Design if_id_stage, sky130hd; sources not shown.
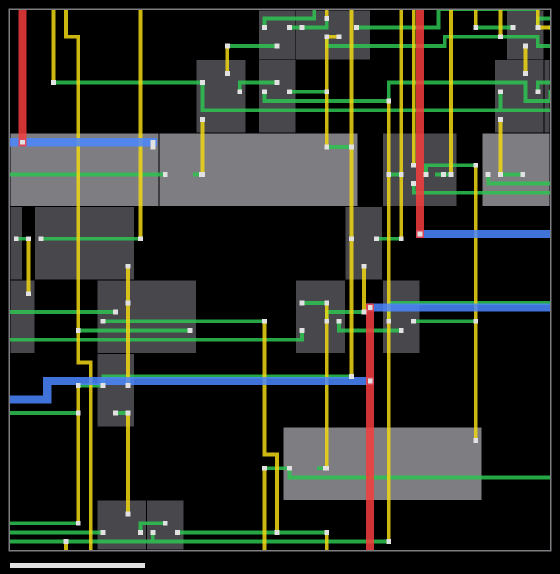
run_1/zoom.png
Scale bar: 5 um. Window x 46 to 66, y 126 to 146 um. Cells in grey, sequential cells in the stronger grey; small squares are vias.
red -> met4
green -> met1
blue -> met3
yellow -> met2
most frequent = nand2_1 (7), a21oi_1 (4), dfxtp_1 (3)
cells with their middle in the window = 18
sequential cells in the window = 3

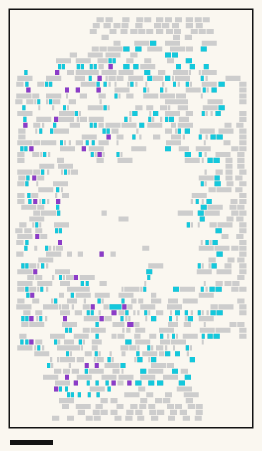
run_1/gate_families.png
Scale bar: 20 um.
purple -> AND and OR gates  # cells 37, most used or3_1
cyan -> inverting AOI/OAI gates  # cells 198, most used a21oi_1, where widely spread
Finished Layout Cells: 1038
logic share of the area: 0.297
most used logic cell in the final layout: clkdlybuf4s50_1

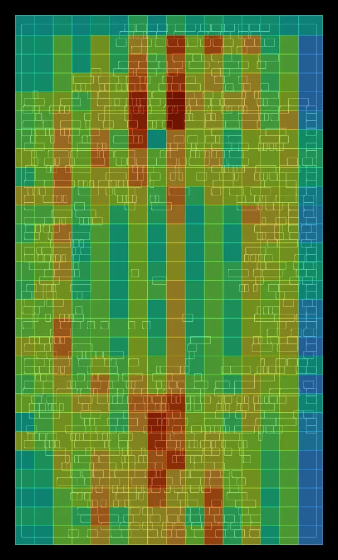
run_1/final_congestion.png
DR WL/cell: 15.6 um
Util after Layout: 0.389
met2 Use GR: 0.271
GR met3 Demand/Resource: 0.0341

==> out/results.txt, run 1 <==
outcome - completed
Die Wd - 112 um
Inverters, non-clock - 1
Crit. End Element - primary output
Layout Nets - 845
largest class - flip-flops and latches
CP max stage delay - 0.84 ns
final worst slack - 1.49 ns
FP Util - 0.285
number of buffers created by CTS - 17
DR vias - 4909
WL met1 - 6.38 mm
Max Clk Rate - 398 MHz
layout cells sized above 1 - 0.0659
ClkCell Share - 0.0590
VDD IR-drop max - 0.240 mV
clock sinks - 130
final WL - 16.1 mm
RSZ-0062 raised after global routing - false
Seq area share - 0.331
DR DRC count - 0
Yosys warning count - 0
Registers, synthesis - 130
# rows - 69
final instance area - 7870 um2
post-layout min period - 2.51 ns
tool warnings - 26
global-route wire length before repair - 26.1 mm
dpl cells - 1005
clk_buf instances - 21
worst skew pair latency - 0.45 ns
NonClk Buf Share - 0.273
Comb area - 2330 um2
run 1: power by group through the flow:
stage	clock network, mW	registers [mW]	logic, mW
after floorplan	0	1.47	0.240
after global placement	0	1.38	0.504
after detailed placement	0	1.38	0.505
after CTS	1.34	1.35	0.506
after global routing	1.39	1.36	0.531
final	1.31	1.35	0.501
run 1: per-layer routing:
| metal | vias up | global-route usage |
|---|---|---|
| met5 | - | 0 |
| met3 | 16 | 0.0341 |
| met1 | 2306 | 0.164 |
| met4 | 0 | 0.0628 |
| li1 | 2448 | - |
| met2 | 139 | 0.271 |
run 1: worst register-to-register path, cell delays in order (launching register included):
cell and delay [ns]:
dfxtp_1 0.47, nand2b_2 0.17, or3_2 0.76, buf_4 0.40, nand2_1 0.12, a21oi_1 0.06
run 1: Yosys cell counts:
cell / number / area [um2]
nand2_1: 132 / 495
dfxtp_1: 130 / 2600
a21oi_1: 99 / 495
buf_4: 74 / 556
mux2i_1: 33 / 330
or3_1: 33 / 206
o2bb2ai_1: 32 / 280
a22oi_1: 31 / 233
clkbuf_1: 30 / 113
o21ai_0: 29 / 145
buf_2: 22 / 110
buf_6: 4 / 45.0
o21ai_1: 4 / 20.0
nor2_1: 3 / 11.3
nand2b_1: 2 / 12.5
or2_2: 2 / 12.5
a211oi_1: 1 / 7.51
a21oi_4: 1 / 16.3
a2bb2oi_1: 1 / 8.76
and2_1: 1 / 6.26
and3b_1: 1 / 8.76
inv_1: 1 / 3.75
nand2b_2: 1 / 8.76
nor2b_1: 1 / 6.26
nor3_4: 1 / 16.3
run 1: cells by family after synthesis:
kind of cell / Yosys count / share of synthesized area
muxes: 33 / 0.0574
AOI/OAI and AO/OA: 198 / 0.210
buffers and inverters: 131 / 0.144
and+or+nand+nor: 177 / 0.136
DFF: 130 / 0.453
==> inputs of run 2 (changes only) <==
--- a/config.mk
+++ b/config.mk
@@ -11,11 +11,11 @@
 export CELL_PAD_IN_SITES_GLOBAL_PLACEMENT = 2
 export CORE_ASPECT_RATIO = 1.75
 export CORE_MARGIN = 2
-export CORE_UTILIZATION = 28
+export CORE_UTILIZATION = 26
 export CTS_BUF_LIST = sky130_fd_sc_hd__clkbuf_8
 export CTS_CLUSTER_SIZE = 14
 export DETAILED_ROUTE_END_ITERATION = 10
-export PLACE_DENSITY = 0.89
+export PLACE_DENSITY = 0.84
 export SLEW_MARGIN = 20
 export SYNTH_ARGS = -nofsm -noshare
 export SYNTH_HDL_FRONTEND = slang
==> constraint.sdc (replaced) <==
create_clock -name clk -period 2.4 [get_ports clk]
set_clock_uncertainty 0.1 [all_clocks]
set_input_delay 0.24 -clock clk [delete_from_list [all_inputs] [get_ports clk]]
set_output_delay 0.24 -clock clk [all_outputs]
set_load 0.05 [all_outputs]
==> out/results.txt, run 2 <==
worst skew pair latency - 0.44 ns (about the same)
top-count cell post-synth - nand2_1
initial antenna violation count - 0
final worst slack - 0.183 ns (-1.31 ns)
top cells, area - dfxtp_1 45%, buf_4 9.7%, a21oi_1 8.6%
global-route wire length before repair - 25.7 mm (-1.3%)
VDD IR-drop max - 0.352 mV (+47%)
FFs w/ async S/R, synth - 0 (unchanged)
clock sinks - 130 (unchanged)
DR DRC count - 0 (unchanged)
Post-synth EDFFs - 0 (unchanged)
post-layout min period - 2.22 ns
layout cells sized above 1 - 0.0668 (+0.000844)
number of buffers created by CTS - 17 (unchanged)
Max Clk Rate - 451 MHz
Yosys warning count - 0 (unchanged)
main flop type - dfxtp_1
DR vias - 4933 (+0.49%)
WL met1 - 6.46 mm (+1.3%)
largest area contributor in the netlist - dfxtp_1
dpl cells - 1060 (+5.5%)
Die Wd - 116 um (+3.6%)
Layout Nets - 853 (+0.95%)
outcome - completed
critical path class - reg -> out
final WL - 16.2 mm (+0.33%)
Top cell area share - 0.453 (unchanged)
Registers, synthesis - 130 (unchanged)
tool warnings - 26 (unchanged)
# rows - 72 (+4.3%)
RSZ-0062 raised after global routing - false
FP Util - 0.263 (-0.0220)
DR WL/cell - 14.9 um (-4.5%)
-- run 2: netlist changes by cell type in the layout (fill, tap and decap cells not counted), sizes merged --
cell / change
clkdlybuf4s50: -1
clkinvlp: -4
diode: -1
clkbuf: -3
clkinv: +1
buf: +9
inv: +4
bufinv: -1
-- run 2: metal layers --
metal / track usage / up-vias
met2: 0.254 / 147
met5: 0 / -
met4: 0.0570 / 0
li1: - / 2466
met3: 0.0377 / 16
met1: 0.152 / 2304
-- run 2: per-stage QoR --
step	area, um2	hold WS [ns]	utilization
finish	7970	0.263	0.364
floorplan	5750	0.213	-
global placement	7580	0.340	0.346
detailed placement	7580	0.347	0.346
CTS	7950	0.213	0.363
global route	7970	0.246	0.364
-- run 2: where the power goes --
| part | internal (mW) | switching [mW] | total, mW | leakage, nW |
|---|---|---|---|---|
| combinational | 0.327 | 0.530 | 0.857 | 1.59 |
| sequential | 2.21 | 0.0400 | 2.25 | 1.05 |
| clock | 1.01 | 0.823 | 1.84 | 0.206 |
-- run 2: layout make-up --
| cell class | count | area (um2) | area share |
|---|---|---|---|
| Clock inverter | 11 | 126 | 0.0159 |
| Inverter | 1 | 3.75 | 0.000471 |
| Sequential cell | 130 | 2600 | 0.326 |
| Tap cell | 296 | 370 | 0.0465 |
| Timing Repair Buffer | 226 | 2290 | 0.288 |
| Clock buffer | 18 | 248 | 0.0311 |
| Multi-Input combinational cell | 408 | 2330 | 0.292 |
-- run 2: kinds of logic after synthesis --
logic type,after synthesis,share of synthesized area
simple gates,177,0.136
compound gates,198,0.210
mux,33,0.0574
flops,130,0.453
buf+inv,131,0.144
-- run 2: worst max-delay path, stage by stage (launching register included) --
cell and delay (ns):
dfxtp_1 0.46, or2_2 0.16, clkdlybuf4s50_1 0.82
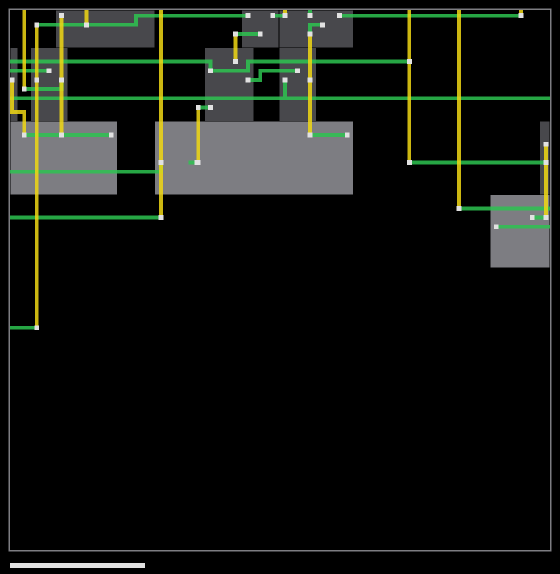
run_2/zoom.png
Scale bar: 5 um. Window x 48 to 68, y 131 to 151 um. Cells in grey, sequential cells in the stronger grey; small squares are vias.
green -> met1
yellow -> met2
sequential cells in the window = 2
cells with their middle in the window = 8
most frequent = nand2_1 (3), dfxtp_1 (2)

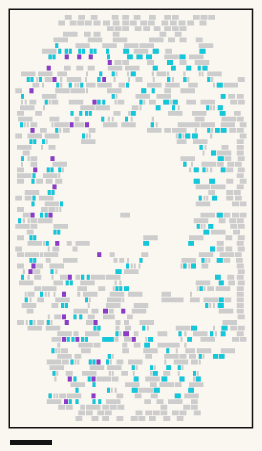
run_2/gate_families.png
Scale bar: 20 um.
cyan -> inverting AOI/OAI gates  # cells 198, most used a21oi_1, where widely spread
purple -> AND and OR gates  # cells 37, most used or3_1
Finished Layout Cells: 1090
logic share of the area: 0.292

No activity file was given, so power comes from the tool's default toggle rates.
